===== src/rtl/fuzzy_rule_scheduler.sv =====
// Fuzzy rule-activation sequencer: emits every active (i,j) term pair of two masks, ascending i then j.
// Optional per-scan beat counter on rule_count when FUZZY_SCHED_RULE_CNT_EN is defined.
module fuzzy_rule_scheduler #(
    parameter int unsigned N_TERMS = 3,
    parameter int unsigned IDX_W   = ($clog2(N_TERMS) < 1) ? 1 : $clog2(N_TERMS),
    parameter int unsigned ADDR_W  = ($clog2(N_TERMS * N_TERMS) < 1) ? 1 : $clog2(N_TERMS * N_TERMS)
) (
    input  logic               clk,
    input  logic               rst,
    input  logic               start,
    input  logic [N_TERMS-1:0] mask_a,
    input  logic [N_TERMS-1:0] mask_b,
    input  logic               rule_ready,
    output logic               rule_valid,
    output logic [IDX_W-1:0]   rule_idx_a,
    output logic [IDX_W-1:0]   rule_idx_b,
    output logic [ADDR_W-1:0]  rule_addr,
    output logic               rule_last,
    output logic               busy,
    output logic               done
`ifdef FUZZY_SCHED_RULE_CNT_EN
    ,
    output logic [$clog2(N_TERMS*N_TERMS+1)-1:0] rule_count
`endif
);

    typedef enum logic [1:0] {IDLE, EMIT, FIN} state_t;

    state_t             state_q, state_d;
    logic [N_TERMS-1:0] rem_a_q, rem_a_d;
    logic [N_TERMS-1:0] rem_b_q, rem_b_d;
    logic [N_TERMS-1:0] b_base_q, b_base_d;
    logic               valid_q, valid_d;
    logic [IDX_W-1:0]   idx_a_q, idx_a_d;
    logic [IDX_W-1:0]   idx_b_q, idx_b_d;
    logic [ADDR_W-1:0]  addr_q, addr_d;
    logic               last_q, last_d;
    logic               busy_q, busy_d;
    logic               done_q, done_d;
    logic               accept;

    function automatic logic [IDX_W-1:0] lowest(input logic [N_TERMS-1:0] x);
        lowest = '0;
        for (int unsigned k = N_TERMS; k > 0; k--) begin
            if (x[k-1]) lowest = IDX_W'(k - 1);
        end
    endfunction

    function automatic logic onehot(input logic [N_TERMS-1:0] x);
        onehot = (x != '0) && ((x & (x - N_TERMS'(1))) == '0);
    endfunction

    assign accept = (state_q == EMIT) && valid_q && rule_ready;

    // The current A term is always the lowest bit of rem_a, so no separate pointer is kept.
    always_comb begin
        state_d  = state_q;
        rem_a_d  = rem_a_q;
        rem_b_d  = rem_b_q;
        b_base_d = b_base_q;
        case (state_q)
            IDLE: begin
                if (start) begin
                    rem_a_d  = mask_a;
                    rem_b_d  = mask_b;
                    b_base_d = mask_b;
                    state_d  = (mask_a == '0 || mask_b == '0) ? FIN : EMIT;
                end
            end
            EMIT: begin
                if (accept) begin
                    rem_b_d = rem_b_q & (rem_b_q - N_TERMS'(1));
                    if (rem_b_d == '0) begin
                        rem_a_d = rem_a_q & (rem_a_q - N_TERMS'(1));
                        rem_b_d = b_base_q;
                        if (rem_a_d == '0) state_d = FIN;
                    end
                end
            end
            FIN:     state_d = IDLE;
            default: state_d = IDLE;
        endcase
    end

    // Outputs are precomputed from next state so every port comes straight from a flop.
    always_comb begin
        valid_d = (state_d == EMIT);
        idx_a_d = valid_d ? lowest(rem_a_d) : '0;
        idx_b_d = valid_d ? lowest(rem_b_d) : '0;
        addr_d  = ADDR_W'(idx_a_d) * ADDR_W'(N_TERMS) + ADDR_W'(idx_b_d);
        last_d  = valid_d && onehot(rem_a_d) && onehot(rem_b_d);
        busy_d  = (state_d != IDLE);
        done_d  = (state_d == FIN);
    end

    always_ff @(posedge clk or negedge rst) begin
        if (!rst) begin
            state_q  <= IDLE;
            rem_a_q  <= '0;
            rem_b_q  <= '0;
            b_base_q <= '0;
            valid_q  <= 1'b0;
            idx_a_q  <= '0;
            idx_b_q  <= '0;
            addr_q   <= '0;
            last_q   <= 1'b0;
            busy_q   <= 1'b0;
            done_q   <= 1'b0;
        end else begin
            state_q  <= state_d;
            rem_a_q  <= rem_a_d;
            rem_b_q  <= rem_b_d;
            b_base_q <= b_base_d;
            valid_q  <= valid_d;
            idx_a_q  <= idx_a_d;
            idx_b_q  <= idx_b_d;
            addr_q   <= addr_d;
            last_q   <= last_d;
            busy_q   <= busy_d;
            done_q   <= done_d;
        end
    end

    assign rule_valid = valid_q;
    assign rule_idx_a = idx_a_q;
    assign rule_idx_b = idx_b_q;
    assign rule_addr  = addr_q;
    assign rule_last  = last_q;
    assign busy       = busy_q;
    assign done       = done_q;

`ifdef FUZZY_SCHED_RULE_CNT_EN
    localparam int unsigned CNT_W = $clog2(N_TERMS * N_TERMS + 1);

    logic [CNT_W-1:0] cnt_q, cnt_d;

    always_comb begin
        cnt_d = cnt_q;
        if (state_q == IDLE && start) cnt_d = '0;
        else if (accept)              cnt_d = cnt_q + CNT_W'(1);
    end

    always_ff @(posedge clk or negedge rst) begin
        if (!rst) cnt_q <= '0;
        else      cnt_q <= cnt_d;
    end

    assign rule_count = cnt_q;
`endif

endmodule

===== config.mk =====
export PLATFORM = sky130hd
export DESIGN_NAME = fuzzy_rule_scheduler
export DESIGN_NICKNAME = d
export VERILOG_FILES = /design/src/rtl/fuzzy_rule_scheduler.sv
export SDC_FILE = /design/constraint.sdc
export NUM_CORES = 1
export LEC_CHECK = 0
export CAP_MARGIN = 20
export CORE_MARGIN = 1.5
export CORE_UTILIZATION = 50
export DETAILED_ROUTE_END_ITERATION = 10
export PLACE_DENSITY = 0.86
export SYNTH_ARGS = -nofsm -noshare
export SYNTH_HDL_FRONTEND = slang
export SYNTH_SLANG_ARGS = --single-unit

===== constraint.sdc =====
create_clock -name clk -period 3.3 [get_ports clk]
set_input_delay 0.825 -clock clk [delete_from_list [all_inputs] [get_ports clk]]
set_output_delay 0.825 -clock clk [all_outputs]
set_load 0.02 [all_outputs]

**Run 1: selected gate families**

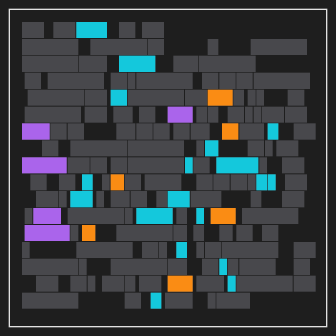
orange -> AND and OR gates  # cells 6
purple -> adder and majority cells  # cells 5, where middle left
cyan -> NOR gates  # cells 18
logic share of the area: 0.325
Final Instance Count excl. Fillers: 182
most common cell after layout, fill and taps aside: sky130_fd_sc_hd__buf_4

**Run 1: I/O nets highlighted**

The bar under the picture is 20 um long.
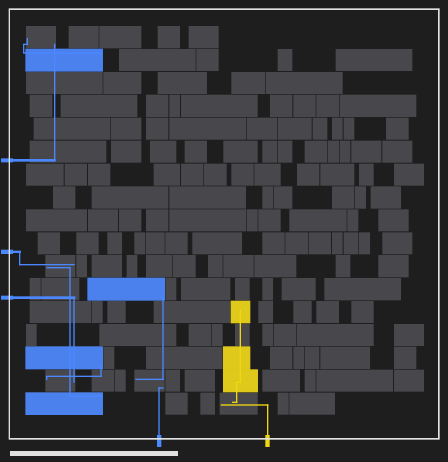
blue -> rule_addr  # bits 4, direction output, end cells 4, wire 105 um
yellow -> rule_ready  # bits 1, direction input, end cells 3, wire 20.9 um
count of boundary I/O pins: 22
number of buffers added on ports: 21

**Run 1: zoomed window**

The bar under the picture is 10 um long. Region (0, 0) to (25, 25) um. Cells in grey, sequential cells in the stronger grey; small squares are vias.
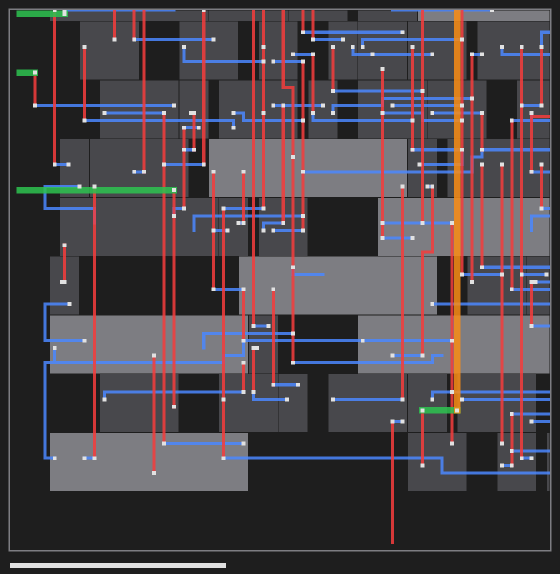
green -> met3
orange -> met4
red -> met2
blue -> met1
netlist names of flops here include = rule_addr (3), rem_a_q (2)
most frequent = inv_1 (8), buf_4 (6), dfrtp_1 (6)
sequential cells in the window = 6
cells with their middle in the window = 39

run 1: repair_timing:
item                                    CTS  global route
buffers inserted                          2             2
pin swaps                                 2             3
endpoints found under the setup margin    1             2
resized                                   3             9
run 1: cell type report:
class	count	area, um2
flip-flops and latches	23	576
fillers	151	538
multi-input cells	67	537
repair buffers	51	444
well taps	28	35.0
inverters	9	33.8
clock buffers	3	22.5
clock inverters	1	5.00
run 1: kinds of logic (layout without fill, tap and decap cells):
| kind of cell | count (synthesis) | in the layout | share of synthesized area |
|---|---|---|---|
| simple gates | 43 | 43 | 0.230 |
| flops | 23 | 23 | 0.503 |
| compound gates | 16 | 16 | 0.123 |
| buf+inv | 12 | 64 | 0.0536 |
| fa+ha+maj | 5 | 5 | 0.0667 |
| xor+xnor | 2 | 2 | 0.0153 |
| mux | 1 | 1 | 0.00875 |
==> Changelog: implementation, run 1 <==
### Physical design

* Status: complete, no violations
* NetSw at between 0.6 and 0.7 mW
* CP Depth at 13
* Arrival time worst endpoint at 3330 ps
* Maxcap violations at 0
* Combinational fraction of design power at 0.611
* Nets in the synthesized netlist at 116
* Initial core utilization at 0.522
* Core Box Area at ~2200 um2
* Initial DRT Pass Iterations at 4
* Sequential cell area fraction in the yosys report at 0.503
* Post-route setup slack at 207 ps
* Largest net degree at the start of global routing at 24
* Number of buffers added to fix hold violations after cts at 0
* Number of cells on the worst reg-to-reg path at 10
* Area added between synthesis and finish at 44.5%
* Critical Path RT at 3530 ps
* Sequential group power at 0.505 mW
* First-pass GRT wire length at 4240 um
* Setup crit end: rule_addr[2]$_DFF_PN0_
* DR WL met3 at 147 um
* Clock group at 0.133 mW
* Final design area excluding fillers at around 1700 um2
* Net Sw Frac at 0.404
* Most instantiated library cell after synthesis: sky130_fd_sc_hd__dfrtp_1
* Largest clock skew in the final design at 2.45 ps
* Design internal power at a little under 1 mW
* Share of cells above drive strength 1 at 0.357
* Total detailed-routing wirelength at 2620 um
* Cell area reported after detailed placement at 1560 um2
* CP max stage cell: sky130_fd_sc_hd__fa_1
* Number of antenna violations at the first check in global routing at 0
* Beginning of the worst register-to-register path: state_q[1]$_DFF_PN0_
* Crit end category: register
* Met2 Resource Use GR at 0.390
* Mean number of vias per cell at 5.14
* Buffers and inverters on the worst path at 5
* Die Wd at between 50 and 60 um
* Cell variety after synth at approximately 40
==> run 2, diff against run 1 <==
Settings changed: CORE_MARGIN 1.5 to unset.
**Run 2: routing congestion**

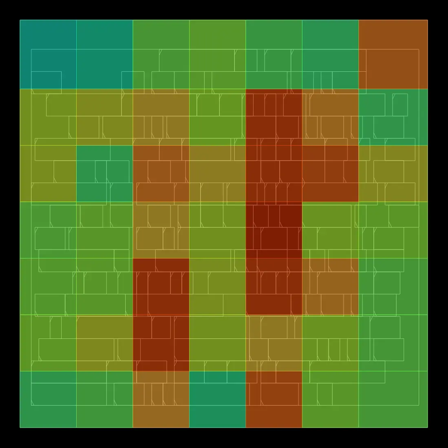
met1 routing resource usage after global routing: 0.280
met3 layer usage reported by global route: 0.0309

**Run 2: zoomed window**

The bar under the picture is 10 um long. Region (0, 0) to (25, 25) um. Cells in grey, sequential cells in the stronger grey; small squares are vias.
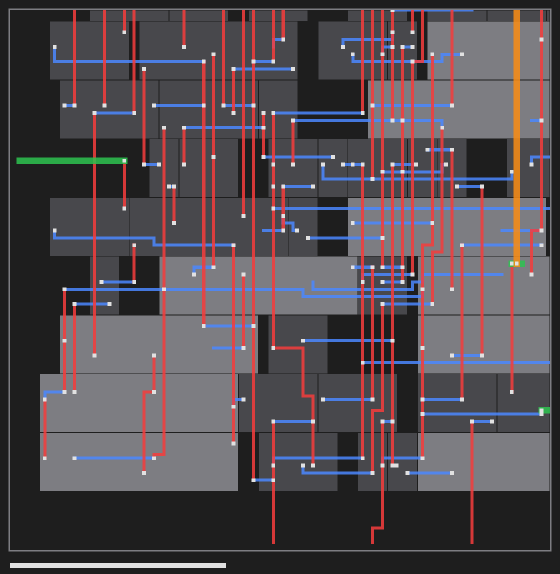
green -> met3
blue -> met1
orange -> met4
red -> met2
most frequent = dfrtp_1 (10), inv_1 (6), clkdlybuf4s50_1 (5)
netlist names of flops here include = rem_a_q (3), rule_addr (3), rule_idx_a (2)
sequential cells in the window = 10
cells with their middle in the window = 37

==> run 2 against run 1 <==
Die area is 3.9% lower. Clock power is 4% lower. Clock skew is 9.9 ps higher. Critical path type unchanged. Critical endpoint unchanged.
==> Changelog: implementation, run 2 <==
### Physical design

* Clock group at 0.128 mW (was 0.133 mW)
* CP max stage cell: sky130_fd_sc_hd__clkdlybuf4s50_1 (was sky130_fd_sc_hd__fa_1)
* Sequential cell area fraction in the yosys report at 0.503 (unchanged)
* Total detailed-routing wirelength at 2510 um (was 2620 um)
* Sequential group power at 0.506 mW (was 0.505 mW)
* Largest net degree at the start of global routing at 24 (unchanged)
* Count of boundary I/O pins at 22 (unchanged)
* Net Sw Frac at 0.405 (was 0.404)
* DR WL met3 at 150 um (was 147 um)
* Design internal power at 0.962 mW (was 0.976 mW)
* Adder share at 0.0667 (unchanged)
* Number of antenna violations at the first check in global routing at 0 (unchanged)
* Setup Fix Bufs, Post-CTS at 2 (unchanged)
* Cell area reported after detailed placement at 1550 um2 (was 1560 um2)
* Status: complete, no violations (unchanged)
* Die Wd at 49.8 um (was 50.8 um)
* Number of buffers added on ports at 21 (unchanged)
* Core Box Area at 2060 um2 (was 2190 um2)
* Top non-seq family: simple AND/OR/NAND/NOR gates (unchanged)
* Initial core utilization at 0.555 (was 0.522)
* Initial DRT Pass Iterations at 5 (was 4)
* Largest clock skew in the final design at 12.4 ps (was 2.45 ps)
* Buffers and inverters on the worst path at 4 (was 5)
* Combinational fraction of design power at 0.608 (was 0.611)
* Mean number of vias per cell at 5.28 (was 5.14)
* Beginning of the worst register-to-register path: state_q[1]$_DFF_PN0_ (unchanged)
* Arrival time worst endpoint at 3350 ps (was 3330 ps)
* Maxcap violations at 0 (unchanged)
* Number of cells on the worst reg-to-reg path at 12 (was 10)
* Crit end category: register (unchanged)
* Area share of and/or/nand/nor cells after synthesis at 0.230 (unchanged)
* Most instantiated library cell after synthesis: sky130_fd_sc_hd__dfrtp_1 (unchanged)
* Final design area excluding fillers at 1630 um2 (was 1650 um2)
* Post-synthesis share of cell area spent on xor and xnor gates at 0.0153 (unchanged)
* Cell variety after synth at 40 (unchanged)
* Multiplexer area fraction after synthesis at 0.00875 (unchanged)
* Nets in the synthesized netlist at 116 (unchanged)
* Met2 Resource Use GR at 0.417 (was 0.390)
* First-pass GRT wire length at 4260 um (was 4240 um)
* Number of buffers added to fix hold violations after cts at 0 (unchanged)
* Critical Path RT at 3550 ps (was 3530 ps)
* Setup crit end: rule_addr[2]$_DFF_PN0_ (unchanged)
**Run 2: I/O nets highlighted**

The bar under the picture is 10 um long.
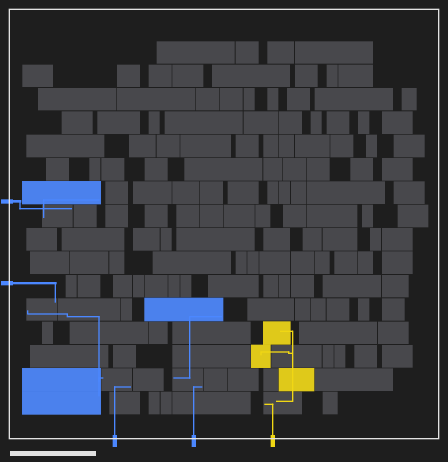
blue -> rule_addr  # bits 4, direction output, end cells 4, wire 68.6 um
yellow -> rule_ready  # bits 1, direction input, end cells 3, wire 20.1 um

[run 2: cell counts after synthesis]
No cell type changed its count.
[run 2: per-stage QoR]
stage                     utilization  setup WS, ps  std cells  hold slack, ps  total power, mW
final                           0.789           201        179             502             1.62
after global routing            0.789          99.2        179             546             1.73
after CTS                       0.782         0.911        178             498             1.59
after detailed placement        0.751          -479        172             470             1.38
after global placement          0.751          -397        172             469             1.34
after floorplan                     -           150        102             446            0.995
[run 2: area by class of cell]
cell class	instances	area, um2
flip-flops and latches	23	576
well taps	27	33.8
repair buffers	49	422
inverters	9	33.8
multi-input cells	67	537
clock buffers	4	26.3
fillers	135	434
[run 2: cell families after synthesis]
group           after synthesis
buf+inv                      12
mux                           1
flops                        23
compound gates               16
fa+ha+maj                     5
xor+xnor                      2
simple gates                 43
==> run 3, diff against run 2 <==
Settings changed: CORE_MARGIN set to 1, SLEW_MARGIN set to 40.
**Run 3: where the registers sit**

The bar under the picture is 10 um long. Other sequential cells in the stronger grey, the rest of the logic in the fainter grey.
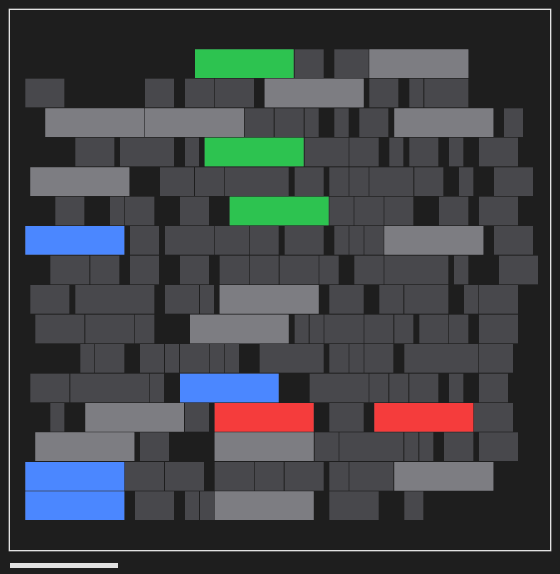
red -> state_q  # flops 2
green -> rem_b_q  # flops 3
blue -> rule_addr  # flops 4
not coloured = 14
sequential cell area in the final layout: 576 um2
register fraction of the total cell area: 0.354
sequential group power: 0.506 mW
Final Util: 0.789

**Run 3: selected gate families**

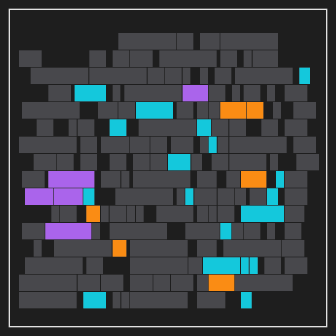
cyan -> NOR gates  # cells 18
orange -> AND and OR gates  # cells 6
purple -> adder and majority cells  # cells 5, where middle left
logic share of the area: 0.330
Final Instance Count excl. Fillers: 179

==> run 3 against run 2 <==
Hold slack stayed put. Maximum frequency stayed put. Cell area stayed put. Register-to-register slack hardly changed. Global-route usage stayed put. Critical endpoint unchanged.
==> Changelog: implementation, run 3 <==
### Physical design

* Placed Instances at 172 (unchanged)
* Beginning of the worst register-to-register path: state_q[1]$_DFF_PN0_ (unchanged)
* PnR Total Power at 1.62 mW (unchanged)
* Core Box Area at 2060 um2 (unchanged)
* NetSw at 0.654 mW (unchanged)
* Setup crit end: rule_addr[2]$_DFF_PN0_ (unchanged)
* Net Sw Frac at 0.405 (unchanged)
* Cell area reported after detailed placement at 1550 um2 (unchanged)
* Largest net degree at the start of global routing at 24 (unchanged)
* Buffers and inverters on the worst path at 4 (unchanged)
* Status: complete, no violations (unchanged)
* Final design area excluding fillers at 1630 um2 (unchanged)
* Maxcap violations at 0 (unchanged)
* Top non-seq family: simple AND/OR/NAND/NOR gates (unchanged)
* Combinational fraction of design power at 0.608 (about the same)
* Final number of hold-violating endpoints at 0 (unchanged)
* Clock group at 0.128 mW (about the same)
* Initial DRT Pass Iterations at 5 (unchanged)
* Area share of and/or/nand/nor cells after synthesis at 0.230 (unchanged)
* Adder share at 0.0667 (unchanged)
* Largest clock skew in the final design at 12.4 ps (unchanged)
* Nets in the synthesized netlist at 116 (unchanged)
* Most common cell after layout, fill and taps aside: sky130_fd_sc_hd__buf_4 (unchanged)
* Mean number of vias per cell at 5.28 (unchanged)
* Critical Path RT at 3550 ps (about the same)
* Sequential cell area fraction in the yosys report at 0.503 (unchanged)
* Async set or reset register ratio after synthesis at 1.00 (unchanged)
* Most instantiated library cell after synthesis: sky130_fd_sc_hd__dfrtp_1 (unchanged)
* CP Depth at 12 (unchanged)
* Initial core utilization at 0.555 (unchanged)
* Place WS at -479 ps (unchanged)
* Number of antenna violations at the first check in global routing at 0 (unchanged)
* Cell variety after synth at 40 (unchanged)
* Total detailed-routing wirelength at 2510 um (unchanged)
* Share of cells above drive strength 1 at 0.342 (unchanged)
* Number of cells on the worst reg-to-reg path at 12 (unchanged)
* Area added between synthesis and finish at 42.3% (unchanged)
* Die Wd at 49.8 um (unchanged)
* CP max stage cell: sky130_fd_sc_hd__clkdlybuf4s50_1 (unchanged)
* Crit end category: register (unchanged)
* Area fraction in compound gates after synthesis at 0.123 (unchanged)
* Arrival time worst endpoint at 3350 ps (about the same)
* First-pass GRT wire length at 4260 um (unchanged)
* Count of boundary I/O pins at 22 (unchanged)
* Design internal power at 0.962 mW (unchanged)
* Post-route setup slack at 201 ps (unchanged)
**Run 3: I/O nets highlighted**

The bar under the picture is 10 um long.
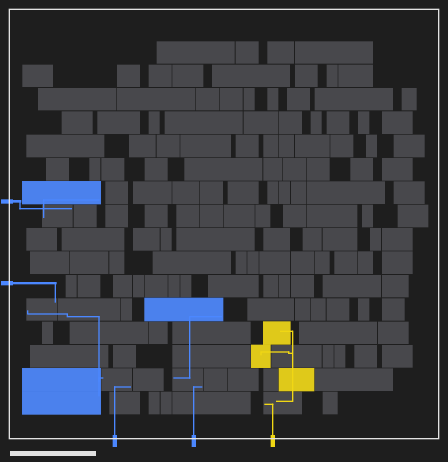
yellow -> rule_ready  # bits 1, direction input, end cells 3, wire 20.1 um
blue -> rule_addr  # bits 4, direction output, end cells 4, wire 68.6 um

[run 3: cell counts after synthesis]
Identical to the previous run, type by type.
[run 3: timing repair]
item                       in CTS  in global routing
pin swaps                       3                  3
setup endpoints to repair       1                  1
buffers inserted                2                  1
gates resized                   9                  3
hold buffers                    0                  0
[run 3: cell type report]
class | count | area, um2
repair buffers | 49 | 422
multi-input cells | 67 | 537
flip-flops and latches | 23 | 576
well taps | 27 | 33.8
clock buffers | 4 | 26.3
inverters | 9 | 33.8
fillers | 135 | 434
[run 3: per-layer routing]
layer	routed length (um)	share of wire	GRT usage
met5	0	0	0
met4	19	0.0076	0.0905
met3	150	0.060	0.0309
met2	1330	0.53	0.417
met1	1010	0.40	0.280
Power and IR drop assume default switching activity.
